**config.mk**
```make
export PLATFORM = sky130hd
export DESIGN_NAME = xnor_parity_accum
export DESIGN_NICKNAME = d
export VERILOG_FILES = /design/src/rtl/xnor_parity_accum.sv
export SDC_FILE = /design/constraint.sdc
export NUM_CORES = 1
export LEC_CHECK = 0
export ABC_AREA = 1
export CORE_AREA = 2 2 61 92
export DETAILED_ROUTE_END_ITERATION = 7
export DIE_AREA = 0 0 63 94
export PLACE_DENSITY = 0.42
export SYNTH_ARGS = -nofsm -noshare
export SYNTH_HDL_FRONTEND = slang
export SYNTH_SLANG_ARGS = --single-unit
```
**constraint.sdc**
```tcl
create_clock -name ck -period 1.65 [get_ports ck]
set_clock_uncertainty 0.2 [all_clocks]
set_input_delay 0.33 -clock ck [delete_from_list [all_inputs] [get_ports ck]]
set_output_delay 0.33 -clock ck [all_outputs]
set_load 0.03 [all_outputs]
```
**src/rtl/xnor_parity_accum.sv**
```systemverilog
// xnor_parity_accum
//   Frame-level parity generator/checker. Each accepted WIDTH-bit word is
//   reduced to one parity bit and folded into a running accumulator. On the
//   LAST word of a frame the result is loaded into a one-entry output
//   register that uses a valid/ready handshake.
//
// Parameters
//   WIDTH   data word width (1..64)
//   CW      word counter width (1..16)
//
// Ports
//   ck       clock, rising edge
//   rstn     asynchronous reset, active low
//   clr      synchronous frame abort (drops accumulator, counter, current word)
//   vld_in   input word valid
//   rdy_out  block can accept an input word
//   d        data word
//   last     final word of frame (qualified by vld_in)
//   inv      polarity select sampled with last: 0 = XNOR, 1 = XOR
//   chk_en   check enable sampled with last
//   exp_p    expected zn sampled with last
//   vld_out  frame result valid
//   rdy_in   downstream accepts the result
//   zn       frame parity result
//   err      chk_en && (zn != exp_p), registered with zn
//   cnt      words in frame including last, saturating at 2^CW-1
module xnor_parity_accum #(
  parameter int WIDTH = 9,
  parameter int CW    = 8
) (
  input  logic             ck,
  input  logic             rstn,
  input  logic             clr,
  input  logic             vld_in,
  output logic             rdy_out,
  input  logic [WIDTH-1:0] d,
  input  logic             last,
  input  logic             inv,
  input  logic             chk_en,
  input  logic             exp_p,
  output logic             vld_out,
  input  logic             rdy_in,
  output logic             zn,
  output logic             err,
  output logic [CW-1:0]    cnt
);

  typedef enum logic {EMPTY, FULL} state_t;

  state_t          state;
  state_t          state_next;
  logic            acc;
  logic [CW-1:0]   wc;
  logic [CW-1:0]   wc_inc;
  logic            word_par;
  logic            accept;
  logic            accept_last;
  logic            frame_par;
  logic            zn_next;
  logic            err_next;

  localparam logic [CW-1:0] CntMax = '1;

  // Handshake and datapath terms. The word parity is a single XOR tree that
  // feeds the accumulator and output register directly.
  assign vld_out     = (state == FULL);
  assign rdy_out     = !clr && (!vld_out || rdy_in);
  assign accept      = vld_in && rdy_out;
  assign accept_last = accept && last;
  assign word_par    = ^d;
  assign frame_par   = acc ^ word_par;
  assign zn_next     = inv ? frame_par : ~frame_par;
  assign err_next    = chk_en && (zn_next != exp_p);
  assign wc_inc      = (wc == CntMax) ? wc : wc + 1'b1;

  // Output register state: a LAST word always (re)loads it, otherwise a pop
  // while FULL empties it.
  always_comb begin
    state_next = state;
    case (state)
      EMPTY: if (accept_last) state_next = FULL;
      FULL: begin
        if (accept_last)  state_next = FULL;
        else if (rdy_in)  state_next = EMPTY;
      end
      default: state_next = EMPTY;
    endcase
  end

  always_ff @(posedge ck or negedge rstn) begin
    if (!rstn) state <= EMPTY;
    else       state <= state_next;
  end

  // Running accumulator and word counter for the frame in progress. Abort
  // takes priority; no word can be accepted while clr is high anyway.
  always_ff @(posedge ck or negedge rstn) begin
    if (!rstn) begin
      acc <= 1'b0;
      wc  <= '0;
    end else if (clr) begin
      acc <= 1'b0;
      wc  <= '0;
    end else if (accept) begin
      if (last) begin
        acc <= 1'b0;
        wc  <= '0;
      end else begin
        acc <= frame_par;
        wc  <= wc_inc;
      end
    end
  end

  // Result payload; held stable whenever no LAST word is accepted, so a
  // stalled result cannot change under the downstream consumer.
  always_ff @(posedge ck or negedge rstn) begin
    if (!rstn) begin
      zn  <= 1'b0;
      err <= 1'b0;
      cnt <= '0;
    end else if (accept_last) begin
      zn  <= zn_next;
      err <= err_next;
      cnt <= wc_inc;
    end
  end

endmodule

```
Run 1, supply network:
Scale: 4 px per micron. Pins as bars on the die edge. Tap cells in grey.
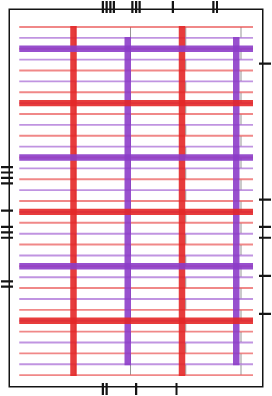
| net | colour |
|---|---|
| VDD | purple |
| VSS | red |
tap cells: 68
met5 straps: 6
overall die width: 63 microns
VDD IR-drop max: 0.304 mV

Run 1, cells coloured by class:
Scale: 4 px per micron. Fill, decap, tap and diode cells in grey.
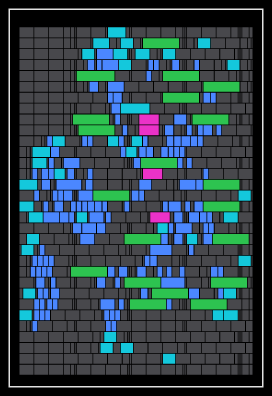
| class | colour | cells | share of their area |
|---|---|---|---|
| clock drivers and dummy loads | magenta | 4 | 3.3% |
| combinational and other logic | blue | 147 | 46% |
| flops | green | 20 | 30% |
| other buffers and delay cells | cyan | 38 | 21% |
fin area: 1780 sq um
post-layout util: 0.350
row cnt: 32
Core Area: 5080 sq um
Seq area share: 0.282

Run 1, routed clock nets over the placement:
Scale: 4 px per micron.
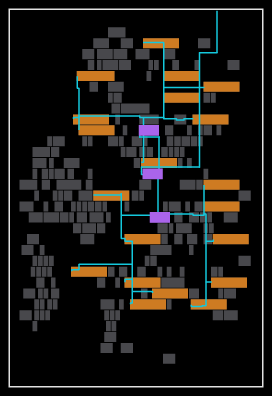
[clock drivers] purple | count: 3
[clock wires] cyan | length: 306 microns
[flip-flops] orange | count: 20
routed clock nets: 4
Latency at later pin: 0.26 ns
Clock Power: 0.378 mW

==> flow_metrics.env, run 1 <==
# implementation run metrics
export IMPL_status="finished, final reports clean"
export IMPL_clkTransAtPathRegs_ns=0.08
export IMPL_cpLargestDelayFamily="buffers and inverters"
export IMPL_ys_cells=169
export IMPL_r2r_cells=5
export IMPL_dr_pass1_iters=4
export IMPL_dpl_cell_area_sq_um=1680
export IMPL_crit_type="reg2out"
export IMPL_finalNonFillerCells=277
export IMPL_critical_path_max_stage_delay_ns=0.41
export IMPL_p_total_mw=1.26
export IMPL_postSynthCellCount=169
export IMPL_warnings=27
export IMPL_fin_hold_ws_ns=0.209
export IMPL_vias=1187
export IMPL_synth_avg_cell_area_sq_um=7.35
export IMPL_gp_congestion=0.766
export IMPL_grt_pass1_vias=1215
export IMPL_p_leak_nw=0.945
export IMPL_clockBufferDepth=2
export IMPL_layout_setup_ws_ns=0.0675
export IMPL_grt_usage=0.111
export IMPL_min_delay_path_class="in2async"
export IMPL_synthesis_nets=188
export IMPL_slew_violations=0
export IMPL_max_freq_ghz=0.632
export IMPL_drive_gt1_frac=0.239
export IMPL_antenna_cells=0
export IMPL_cts_hold_buffers_added=0
export IMPL_num_io_pins=30
export IMPL_power_frac_clock=0.300
export IMPL_wire_per_inst_microns=10.8
export IMPL_placed_cells=272
export IMPL_tns_ns=0
export IMPL_drc=0
export IMPL_ys_ff=20
export IMPL_slew_headroom=0.790
export IMPL_finalClockPeriodUsage=0.959
export IMPL_cts_tree="yes"
export IMPL_p_per_area_nw_per_um2=707
export IMPL_p_int_mw=0.868
export IMPL_vias_per_cell=4.29
export IMPL_share_seq_of_total_power=0.424
export IMPL_cts_buffers=3
export IMPL_cp_max_fo=2
export IMPL_cp_data_required_time_ns=1.12
export IMPL_root_buffer="clkbuf_8"
export IMPL_synth_area_sq_um=1240
export IMPL_finalHoldViolations=0
export IMPL_routed_wl_microns=3000
export IMPL_nets=229
export IMPL_initialDrtViolationCount=41
export IMPL_ys_seq_frac=0.403
export IMPL_final_antenna_net_count=0
export IMPL_port_buffers=29
export IMPL_netSwitchingFraction=0.309
export IMPL_synth_cell_type_count=23
export IMPL_critPathLaunchType="flop"
export IMPL_end_kind="output pin"
export IMPL_crit_path_top_delay_cell="dlygate4sd2_1"
export IMPL_grt_overflow=0
export IMPL_fp_util=0.244
export IMPL_grt_max_degree=21
export IMPL_h_tree_depth=1
export IMPL_tightest_slew_ns=0.313
export IMPL_areaGrowthSynthToFinish_pct=43.1
export IMPL_pre_cts_slack_ns=-0.366
export IMPL_yosys_warnings=0
export IMPL_yosysChipArea_sq_um=1240
export IMPL_min_period_ns=1.58
export IMPL_cp_num_buf_inv=1
export IMPL_cap_violations=0
export IMPL_cp_cell_sequence="dlygate4sd2_1"
export IMPL_grt_pass1_wl_microns=5220
export IMPL_combPwrFrac=0.276
export IMPL_cp_arrival_ns=1.05
export IMPL_antenna_found_initial=0
export IMPL_cts_num_sinks=20
export IMPL_critical_path_depth=1
export IMPL_grt_setup_unrepaired="no"
export IMPL_dpl_hpwl_microns=2340
export IMPL_p_switching_mw=0.389
export IMPL_setup_viol_count_final=0
export IMPL_die_area_sq_um=5920
-- run 1: routing by layer --
metal	GRT usage	up-vias	part of all wire
li1	-	611	-
met1	0.114	552	0.39
met2	0.213	20	0.57
met3	0.0192	4	0.027
met4	0.0519	0	0.012
met5	0	-	0
-- run 1: area by class of cell --
cell class | count | area [sq um]
Tap cell | 68 | 85.1
Timing Repair Buffer | 38 | 357
Inverter | 30 | 115
Fill cell | 575 | 3310
Multi-Input combinational cell | 117 | 664
Clock buffer | 4 | 55.1
Sequential cell | 20 | 502
-- run 1: layout by cell type (no fill, tap or decap), drive strengths merged --
cell	instances
nor2	10
xor2	2
ha	1
nand2	63
clkdlybuf4s50	7
nand3	17
a21oi	3
buf	10
o31ai	2
o32ai	1
a31oi	1
o22ai	6
inv	30
dfrtp	20
dlymetal6s2s	3
or2	1
dlygate4sd2	18
o21ai	10
clkbuf	4
-- run 1: flip-flops by register name, indices dropped and copies added, names as in the netlist --
signal / count
cnt: 8
wc: 8
acc: 1
err: 1
vld_out: 1
zn: 1
-- run 1: synthesized netlist by cell type --
cell type | count | area [sq um]
nor2_4 | 2 | 22.5
o21ai_1 | 6 | 30.0
nor2_1 | 6 | 22.5
o21ai_0 | 4 | 20.0
a21oi_1 | 3 | 15.0
nand2_4 | 2 | 22.5
inv_2 | 5 | 18.8
dfrtp_1 | 20 | 500
o22ai_1 | 6 | 37.5
ha_1 | 1 | 12.5
nand2_1 | 51 | 191
buf_6 | 1 | 11.3
or2_1 | 1 | 6.26
nand2_2 | 10 | 62.6
o31ai_1 | 2 | 15.0
o32ai_2 | 1 | 16.3
a31oi_1 | 1 | 6.26
nor2_2 | 2 | 12.5
xor2_1 | 2 | 17.5
nand3_1 | 14 | 70.1
inv_1 | 25 | 93.8
nand3_2 | 3 | 30.0
buf_4 | 1 | 7.51
-- run 1: cell families (layout without fill, tap and decap cells) --
logic type,count (synthesis),count (layout),synth area share
AND-OR/OR-AND,23,23,0.113
AND/OR/NAND/NOR,91,91,0.354
adder cells (fa/ha/maj),1,1,0.0101
XOR/XNOR,2,2,0.0141
flip-flops,20,20,0.403
buffers and inverters,32,72,0.106
-- run 1: power groups by stage --
stage / clock, mW / sequential [mW] / combinational [mW]
after floorplan: 0 / 0.588 / 0.148
after global placement: 0 / 0.545 / 0.340
after detailed placement: 0 / 0.545 / 0.347
after CTS: 0.391 / 0.534 / 0.336
after global routing: 0.413 / 0.537 / 0.384
final: 0.378 / 0.533 / 0.347
-- run 1: path summary, 6_finish.rpt --
check                             from  endpoint  slack, ns
worst max-delay path               err       err       0.07
worst min-delay path              rstn    cnt[2]       0.21
worst max register to register   wc[1]     wc[4]       0.11
worst min register to register  cnt[2]    cnt[2]       0.28
max in group asynchronous         rstn   vld_out       0.79
min in group ck                 rdy_in   vld_out       0.21
-- run 1: timing repair --
action / in CTS / in global routing
pin swaps: 3 / 4
gates cloned: 0 / 0
endpoints found under the setup margin: 17 / 15
buffers inserted: 1 / 0
resized: 21 / 17
==> inputs of run 2 (changes only) <==
clock period = 1.8 ns   (was 1.65 ns; I/O delays follow)
Run 2, routed clock nets over the placement:
Scale: 4 px per micron.
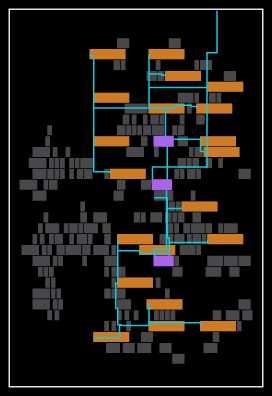
[clock drivers] purple | count: 3
[flip-flops] orange | count: 20
[clock wires] cyan | length: 317 microns
routed clock nets: 4
Clock Power: 0.351 mW
clock power share: 0.308

==> run 2 against run 1 <==
- non-clock buffer count is 3 lower
- setup slack worse by 0.0053 ns
- combinational power is 13% lower
- final area is 2.7% lower
- register-to-register slack better by 0.04 ns
- via count is 1.9% lower
- clock power is 7.1% lower
- flip-flop count stayed put
- cell count is 1.1% lower
- routed wire length is 6.4% lower
- worst hold slack better by 0.021 ns
- largest power group unchanged
==> flow_metrics.env, run 2 <==
# implementation run metrics
export IMPL_status="finished, final reports clean"
export IMPL_finalHoldViolations=0
export IMPL_synthArstFlopShare=1.00
export IMPL_fill_cells=570
export IMPL_pre_cts_slack_ns=-0.238
export IMPL_cp_max_fo=2
export IMPL_cts_buffers=3
export IMPL_yosysChipArea_sq_um=1240
export IMPL_areaGrowthSynthToFinish_pct=39.3
export IMPL_fp_row_count=32
export IMPL_min_period_ns=1.74
export IMPL_combPwrFrac=0.265
export IMPL_max_freq_ghz=0.575
export IMPL_ff_type="dfrtp_1"
export IMPL_cpLargestDelayFamily="buffers and inverters"
export IMPL_clkTransAtPathRegs_ns=0.08
export IMPL_cp_arrival_ns=1.18
export IMPL_finalNonFillerCells=274
export IMPL_p_int_mw=0.790
export IMPL_antenna_cells=0
export IMPL_netSwitchingFraction=0.306
export IMPL_top_regs="cnt: 8 flops, wc: 8 flops"
export IMPL_crit_path_top_delay_cell="clkdlybuf4s50_1"
export IMPL_h_tree_depth=1
export IMPL_cp_num_buf_inv=2
export IMPL_initialDrtViolationCount=28
export IMPL_cts_tree="yes"
export IMPL_clockBufferDepth=2
export IMPL_antenna_found_initial=0
export IMPL_setup_viol_count_final=0
export IMPL_grt_usage=0.101
export IMPL_p_total_mw=1.14
export IMPL_ir_worst_vdd_mv=0.230
export IMPL_logic_area_sq_um=641
export IMPL_regArea_sq_um=500
export IMPL_share_seq_of_total_power=0.427
export IMPL_grt_pass1_vias=1162
export IMPL_synth_avg_cell_area_sq_um=7.35
export IMPL_core_region_area_sq_um=5080
export IMPL_root_buffer="clkbuf_8"
export IMPL_vias_per_cell=4.25
export IMPL_cp_cell_sequence="clkdlybuf4s50_1 > nor2_2 > nor2_4 > buf_4"
export IMPL_synth_cell_type_count=23
export IMPL_cts_num_sinks=20
export IMPL_warnings=26
export IMPL_yosys_warnings=0
export IMPL_gp_congestion=0.722
export IMPL_synthesis_nets=188
export IMPL_r2r_cells=7
export IMPL_lay_top_count="nand2_1"
export IMPL_postSynthCellCount=169
export IMPL_drive_gt1_frac=0.199
export IMPL_die_w_microns=63
export IMPL_finalClockPeriodUsage=0.965
export IMPL_critical_path_max_stage_delay_ns=0.49
export IMPL_slew_headroom=0.761
export IMPL_cp_data_required_time_ns=1.24
export IMPL_grt_pass1_wl_microns=4840
export IMPL_cap_violations=0
export IMPL_fp_util=0.244
export IMPL_vias=1165
export IMPL_num_io_pins=30
export IMPL_routed_wl_microns=2810
export IMPL_drc=0
export IMPL_placed_cells=270
export IMPL_tightest_slew_ns=0.359
export IMPL_synth_area_sq_um=1240
export IMPL_final_antenna_net_count=0
export IMPL_ys_seq_frac=0.403
export IMPL_edf_count=0
export IMPL_ys_ff=20
export IMPL_p_leak_nw=0.938
export IMPL_r2r_end="wc[1]"
export IMPL_grt_overflow=0
export IMPL_top_cells_by_count="nand2_1 (51), inv_1 (25), dfrtp_1 (20), nand3_1 (14), nand2_2 (10)"
export IMPL_p_per_area_nw_per_um2=658
export IMPL_die_area_sq_um=5920
export IMPL_dpl_hpwl_microns=2230
export IMPL_slew_violations=0
export IMPL_crit_type="in2out"
export IMPL_top_cell="nand2_1"
export IMPL_dr_pass1_iters=4
export IMPL_layout_top_cells="nand2_1 (51), inv_1 (24), dfrtp_1 (20)"
export IMPL_ys_cells=169
export IMPL_nets=226
export IMPL_top_area_cell="dfrtp_1"
export IMPL_min_delay_path_class="in2async"
export IMPL_port_buffers=29
export IMPL_crit_reg2reg_launch="wc[0]"
export IMPL_wire_per_inst_microns=10.2
export IMPL_grt_max_degree=21
export IMPL_die_h_microns=94
export IMPL_end_kind="output pin"
export IMPL_top_cell_area_share=0.403
export IMPL_critPathLaunchType="input pin"
export IMPL_ys_top_cells_by_area="dfrtp_1 (40%), nand2_1 (15%), inv_1 (7.6%)"
export IMPL_insertion_delay_ns=0.26
export IMPL_r2r_slack_ns=0.15
export IMPL_p_switching_mw=0.349
export IMPL_layout_setup_ws_ns=0.0622
## run 2: cell count changes in the layout (fill, tap and decap cells not counted), moves of 2 or more
cell,before,now
dlygate4sd2_1,18,11
nand2_1,48,51
nand3_2,5,7
clkdlybuf4s50_1,7,10
nand2_2,11,9
dlymetal6s2s_1,3,7
## run 2: timing repair
item / CTS / global route
gates resized: 11 / 13
pin swaps: 0 / 3
hold endpoints to repair: 0 / 0
hold buffers: 0 / 0
setup endpoints to repair: 11 / 3
setup buffers: 0 / 0
## run 2: per-layer routing
| metal | wire, microns | track usage | up-vias | share of wire |
|---|---|---|---|---|
| li1 | - | - | 603 | - |
| met1 | 1120 | 0.105 | 535 | 0.40 |
| met3 | 110 | 0.0108 | 4 | 0.039 |
| met2 | 1530 | 0.197 | 23 | 0.55 |
| met4 | 44 | 0.0500 | 0 | 0.016 |
| met5 | 0 | 0 | - | 0 |
## run 2: worst reg2reg max path: stages (launching register included)
cell     delay [ns]
dfrtp_1        0.39
ha_1           0.23
nand2_2        0.12
nor2_4         0.06
nand2_2        0.11
inv_2          0.07
o21ai_0        0.23
o22ai_1        0.11
## run 2: kinds of logic (layout without fill, tap and decap cells)
kind of cell               after synthesis  after routing  synth area share
adders and majority gates                1              1            0.0101
and+or+nand+nor                         91             91             0.354
AOI/OAI and AO/OA                       23             23             0.113
buffers and inverters                   32             69             0.106
xor gates and xnor gates                 2              2            0.0141
DFF                                     20             20             0.403
## run 2: worst max-delay path by stage
stage / from / end / slack (ns) / cells after the start
2_1_floorplan: vld_out / cnt[2] / 0.1 / 9
3_3_place_gp: d[6] / err / -0.20 / 14
3_5_place_dp: d[0] / err / -0.24 / 14
4_1_cts: d[0] / err / 0.04 / 14
5_1_grt: d[1] / err / -0.02 / 14
6_report: rdy_in / rdy_out / 0.06 / 4
## run 2: stage by stage
stage	TNS (ns)	cell area, sq um	utilization	hold WS, ns
after global routing	-0.0227	1730	0.340	0.256
after global placement	-1.60	1650	0.324	0.270
after detailed placement	-1.87	1650	0.324	0.269
final	0	1730	0.340	0.230
after floorplan	0	1250	-	-0.136
after CTS	0	1690	0.332	0.244
## run 2: final cells by class
type / instances / area share
multi-input combinational: 117 / 0.370
timing repair buffer: 35 / 0.195
sequential: 20 / 0.289
tap: 68 / 0.0492
inverter: 30 / 0.0651
clock buffer: 4 / 0.0318
## run 2: power groups by stage
stage	Clock, mW	Sequential, mW	Combinational, mW
final	0.351	0.487	0.302
after global routing	0.384	0.491	0.334
after CTS	0.363	0.487	0.299
after detailed placement	0	0.497	0.313
after global placement	0	0.496	0.308
after floorplan	0	0.538	0.135
==> inputs of run 3 (changes only) <==
CORE_AREA = 2 2 45 67   (was 2 2 61 92)
CTS_CLUSTER_DIAMETER = 60   (was unset)
DIE_AREA = 0 0 47 69   (was 0 0 63 94)
PLACE_DENSITY = 0.73   (was 0.42)
REMOVE_ABC_BUFFERS = 1   (was unset)
Run 3, routed clock nets over the placement:
Scale: 6 px per micron.
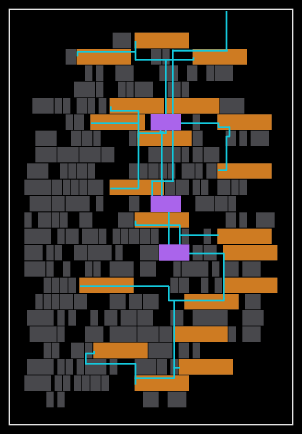
[clock drivers] purple | count: 3
[flip-flops] orange | count: 20
[clock wires] cyan | length: 258 microns
routed clock nets: 4
clock power share: 0.268
Latency at later pin: 0.25 ns

==> run 3 against run 2 <==
- area after synthesis is the same
- via count rose by 2.4%
- count of clock-buffer cells in the layout is 1 lower
- critical path depth unchanged
- non-clock buffer count grew 3
- clock power down 18%
- first-iteration DRC count down 11%
- total power fell by 5.3%
- register-to-register slack about the same
- largest power group unchanged
==> flow_metrics.env, run 3 <==
# implementation run metrics
export IMPL_cp_data_required_time_ns=1.24
export IMPL_setup_viol_count_final=0
export IMPL_max_freq_ghz=0.571
export IMPL_pre_cts_slack_ns=-0.265
export IMPL_routed_wl_microns=2700
export IMPL_vias=1193
export IMPL_gp_congestion=0.780
export IMPL_fp_row_count=23
export IMPL_grt_pass1_vias=1191
export IMPL_yosysChipArea_sq_um=1240
export IMPL_postSynthCellCount=169
export IMPL_initialDrtViolationCount=25
export IMPL_die_w_microns=47
export IMPL_root_buffer="clkbuf_8"
export IMPL_edf_count=0
export IMPL_p_total_mw=1.08
export IMPL_synth_cell_type_count=23
export IMPL_top_cell="nand2_1"
export IMPL_critical_path_endpoint="rdy_out"
export IMPL_die_area_sq_um=3240
export IMPL_wire_per_inst_microns=11.0
export IMPL_cp_arrival_ns=1.19
export IMPL_r2r_end="cnt[1]"
export IMPL_p_leak_nw=0.935
export IMPL_cpLargestDelayFamily="buffers and inverters"
export IMPL_ff_type="dfrtp_1"
export IMPL_core_region_area_sq_um=2650
export IMPL_crit_path_top_delay_cell="clkdlybuf4s50_1"
export IMPL_tightest_slew_ns=0.308
export IMPL_crit_reg2reg_launch="wc[0]"
export IMPL_grt_pass1_wl_microns=4820
export IMPL_slew_violations=0
export IMPL_logic_area_sq_um=623
export IMPL_status="finished, final reports clean"
export IMPL_ys_seq_frac=0.403
export IMPL_end_kind="output pin"
export IMPL_critPathLaunchType="input pin"
export IMPL_vias_per_cell=4.87
export IMPL_r2r_slack_ns=0.16
export IMPL_r2r_cells=7
export IMPL_drive_gt1_frac=0.197
export IMPL_antenna_found_initial=0
export IMPL_fin_hold_ws_ns=0.243
export IMPL_dr_pass1_iters=6
export IMPL_dpl_hpwl_microns=2170
export IMPL_critical_path_max_stage_delay_ns=0.48
export IMPL_crit_type="in2out"
export IMPL_grt_max_degree=21
export IMPL_grt_usage=0.197
export IMPL_fp_util=0.469
export IMPL_synth_area_sq_um=1240
export IMPL_h_tree_depth=1
export IMPL_synthArstFlopShare=1.00
export IMPL_postLayoutCoreUtil=0.635
export IMPL_ir_worst_vdd_mv=0.348
export IMPL_drc=0
export IMPL_final_antenna_net_count=0
export IMPL_layout_setup_ws_ns=0.0492
export IMPL_lay_top_count="nand2_1"
export IMPL_antenna_cells=0
export IMPL_die_h_microns=69
export IMPL_port_buffers=29
export IMPL_min_delay_path_class="in2async"
export IMPL_grt_setup_unrepaired="no"
export IMPL_finalClockPeriodUsage=0.973
export IMPL_cp_cell_sequence="clkdlybuf4s50_1 > nor2_2 > nor2_4 > buf_4"
export IMPL_clkTransAtPathRegs_ns=0.07
export IMPL_nets=229
export IMPL_cap_violations=0
[run 3: layout make-up]
type,count,area share
multi-input cells,117,0.371
flip-flops and latches,20,0.298
repair buffers,38,0.213
inverters,30,0.0670
well taps,37,0.0275
clock buffers,3,0.0246
[run 3: metrics by stage]
stage / TNS, ns / instances
2_1_floorplan: 0 / 167
3_3_place_gp: -1.48 / 241
3_5_place_dp: -1.90 / 241
4_1_cts: 0 / 245
5_1_grt: 0 / 245
6_report: 0 / 245
[run 3: logic make-up (layout without fill, tap and decap cells)]
family	after synthesis	in the layout	synth area share
compound gates	23	23	0.113
xor+xnor	2	2	0.0141
fa+ha+maj	1	1	0.0101
buf+inv	32	71	0.106
flops	20	20	0.403
simple gates	91	91	0.354
[run 3: how the worst min path moves through the flow]
stage                       from     end  slack [ns]
final                       rstn   wc[2]        0.24
after global routing        rstn   wc[1]        0.26
after CTS                   rstn   wc[2]        0.25
after detailed placement  cnt[7]  cnt[7]        0.27
after global placement        zn      zn        0.26
after floorplan             rstn     acc       -0.14
[run 3: report_power, final]
group / switching (mW) / internal [mW]
combinational: 0.176 / 0.124
sequential: 0.0153 / 0.474
clock: 0.140 / 0.149
total: 0.332 / 0.747
[run 3: routing by layer]
metal,part of all wire,GRT usage,up-vias
met3,0.025,0.0157,6
met1,0.39,0.221,550
met4,0.018,0.0802,0
met2,0.57,0.352,24
met5,0,0,-
li1,-,-,613
[run 3: timing repair]
action | 4_1_cts | 5_1_grt
gates resized | 13 | 10
hold endpoints to repair | 0 | 0
buffers inserted | 1 | 0
setup endpoints to repair | 13 | 3
pin swaps | 1 | 2
[run 3: worst reg2reg max path: cells and delay by family, from the launching register on]
family          cells  cell delay (ns)
flops               1             0.42
compound gates      2             0.31
fa+ha+maj           1             0.24
simple gates        3             0.28
buf+inv             1             0.06
Power figures rest on the tool's default switching activity, not on a simulated workload.
